==> config.mk <==
export PLATFORM = sky130hd
export DESIGN_NAME = hello_world_flat
export DESIGN_NICKNAME = d
export VERILOG_FILES = /design/src/rtl/hello_world_if.sv /design/src/rtl/hello_world.sv /design/src/flat_wrapper.sv
export SDC_FILE = /design/constraint.sdc
export NUM_CORES = 1
export LEC_CHECK = 0
export CAP_MARGIN = 20
export CORE_UTILIZATION = 46
export DETAILED_ROUTE_END_ITERATION = 10
export PLACE_DENSITY = 0.85
export SYNTH_ARGS = -nofsm -noshare
export SYNTH_HDL_FRONTEND = slang
export SYNTH_SLANG_ARGS = --single-unit
==> constraint.sdc <==
create_clock -name clk -period 2.1 [get_ports clk]
set_input_delay 0.21 -clock clk [delete_from_list [all_inputs] [get_ports clk]]
set_output_delay 0.21 -clock clk [all_outputs]
set_load 0.01 [all_outputs]
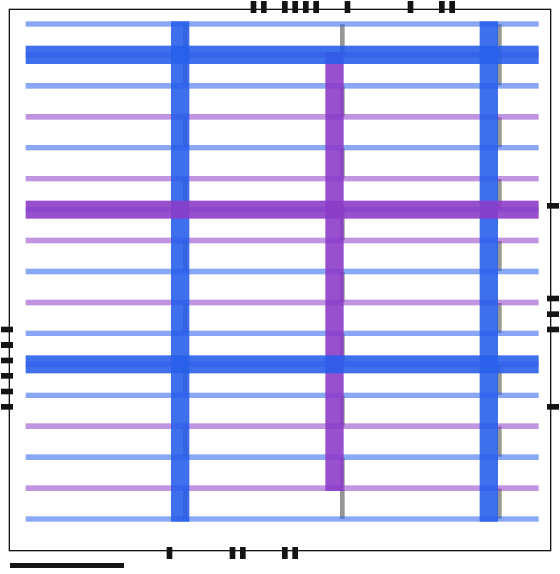
(images/power_grid.png)
The bar under the picture is 10 microns long. Pins as bars on the die edge. Tap cells in gray.
net	color
VDD	purple
VSS	blue
met1 rails	17
rows	16
met4 straps	3
tap cells	27
signal pins	26
core area: 1960 sq um
Die W: 47.5 microns
die span in y: 47.5 microns
worst vdd ir: 559 uV

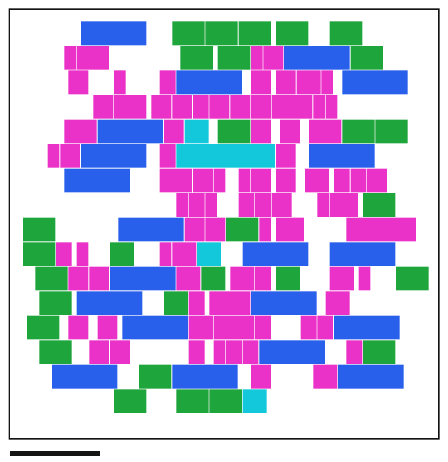
(images/placement_by_type.png)
The bar under the picture is 10 microns long.
class	color	cells
combinational and other logic	magenta	84
sequential cells	blue	20
clock drivers and dummy loads	cyan	4
remaining buffers and delay cells	green	29
std cell rows: 16
final core utilization: 66.1%
Seq area share: 30.9%

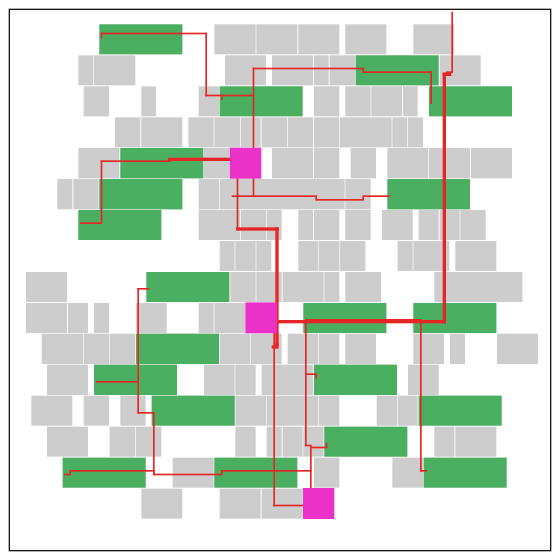
(images/clk_routes.png)
[clock drivers] magenta | count: 3
[clock wires] red | length: 257 microns
[flip-flops] green | count: 20
flops lie	all over the die
Worst-Skew Late Latency: 0.31 ns
clock share of power: 42.8%
clk pwr: 0.318 mW
clk_skew: 0.00156 ns

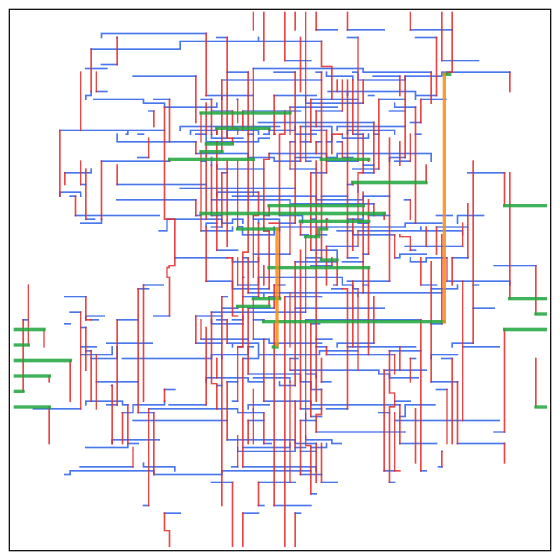
(images/wires.png)
layer	color	wire length
metal 1	blue	945 microns
metal 3	green	130 microns
metal 2	red	1,070 microns
metal 4	orange	32.0 microns
overall via count from detail_route: 957
gr usage total: 22.3%
Routed Wire Length: 2.18 mm
routed len/inst: 13.3 microns

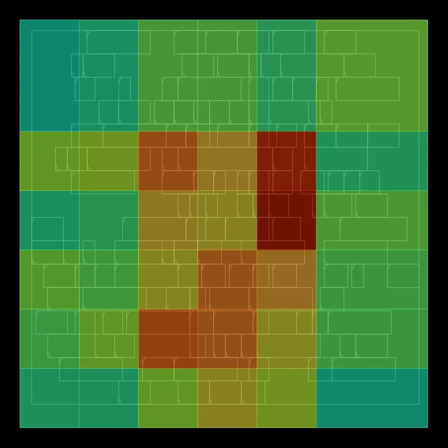
(images/congestion.png)
GR Layer Usage met3: 4.15%
grt peak-use layer: met2

==> flow_summary.ini <==
; yosys + openroad results
[sta]
rsz0062_at_grt = false
worst_pin_slew_ns = 0.493
min_period_ns = 1.81
max_freq_mhz = 552
hold_violations = 0
period_used_pct = 86.2
slew-limit-headroom_pct = 66.9
whs_ns = 0.421

[worst_setup_path]
critPathMaxFanout = 7
endpoint_kind = flip-flop
path_class = flip-flop to flip-flop

[run]
maxCapViolCount = 0
warnings = 26

[placement]
hpwl_mm = 1.61
dpl.cell_count = 160

[finish]
final_net_count = 145
lay_top_count = clkdlybuf4s50_1
fin_area_sq_um = 1300
layout_top_cells = clkdlybuf4s50_1 (25), dfxtp_1 (20), nand2_1 (9)
diodes = 0

[yosys]
top_cells_by_area = dfxtp_1 (42%), nand4_1 (4.6%), a21oi_1 (4.2%)
synthArstFlopShare_pct = 0
edf_count = 0
ys_cells = 108
syn_area_per_cell_sq_um = 8.80

[clocking]
postCtsResizedCells = 0
cts_tree = done
h-tree-depth = 1
cts.sinks = 20
holdBufCountCts = 0
numCtsBuffers = 3

[grt]
grt_antenna_before_repair = 0

[outcome]
status = complete, no violations

[power_and_ir_drop]
seqPwrFrac_pct = 51.7
switchingPower_mw = 0.145
[Yosys cell counts, types with 4 or more instances]
cell	n
and3_1	4
nor2_1	5
nand4_1	7
o21ai_0	5
or3_1	4
nand2_1	9
dfxtp_1	20
mux2i_1	4
a21oi_1	8
nand2b_1	4
[cell type report]
cell class,count,area (sq um)
Multi-Input combinational cell,81,518
Clock buffer,3,22.5
Clock inverter,1,30.0
Fill cell,175,666
Inverter,3,11.3
Tap cell,27,33.8
Timing Repair Buffer,29,280
Sequential cell,20,400
[kinds of logic after synthesis]
logic type	Yosys count	share of synthesized area [%]
fa+ha+maj	1	1.32
compound gates	22	14.1
simple gates	54	34.9
flops	20	42.1
buf+inv	7	3.42
mux	4	4.21
[critical path, stage by stage (launching register included)]
cell and delay [ns]:
dfxtp_1 0.44, ha_1 0.27, nand4_1 0.13, nor4_2 0.46
buf_4 0.23, o21ai_0 0.08, a21oi_1 0.14
[routing by layer]
| layer | global-route usage [%] | wire [microns] | up-vias |
|---|---|---|---|
| met5 | 0 | 0 | - |
| met4 | 14.3 | 31 | 0 |
| met3 | 4.15 | 129 | 4 |
| met2 | 34.0 | 1070 | 46 |
| met1 | 29.0 | 944 | 442 |
| li1 | - | - | 465 |
[power by group through the flow]
stage	Combinational (mW)	Clock [mW]	Sequential (mW)
floorplan	0.0139	0	0.396
global placement	0.0399	0	0.393
detailed placement	0.0409	0	0.393
CTS	0.0410	0.325	0.385
global route	0.0452	0.341	0.386
finish	0.0407	0.318	0.385
No activity file was given, so power comes from the tool's default toggle rates.
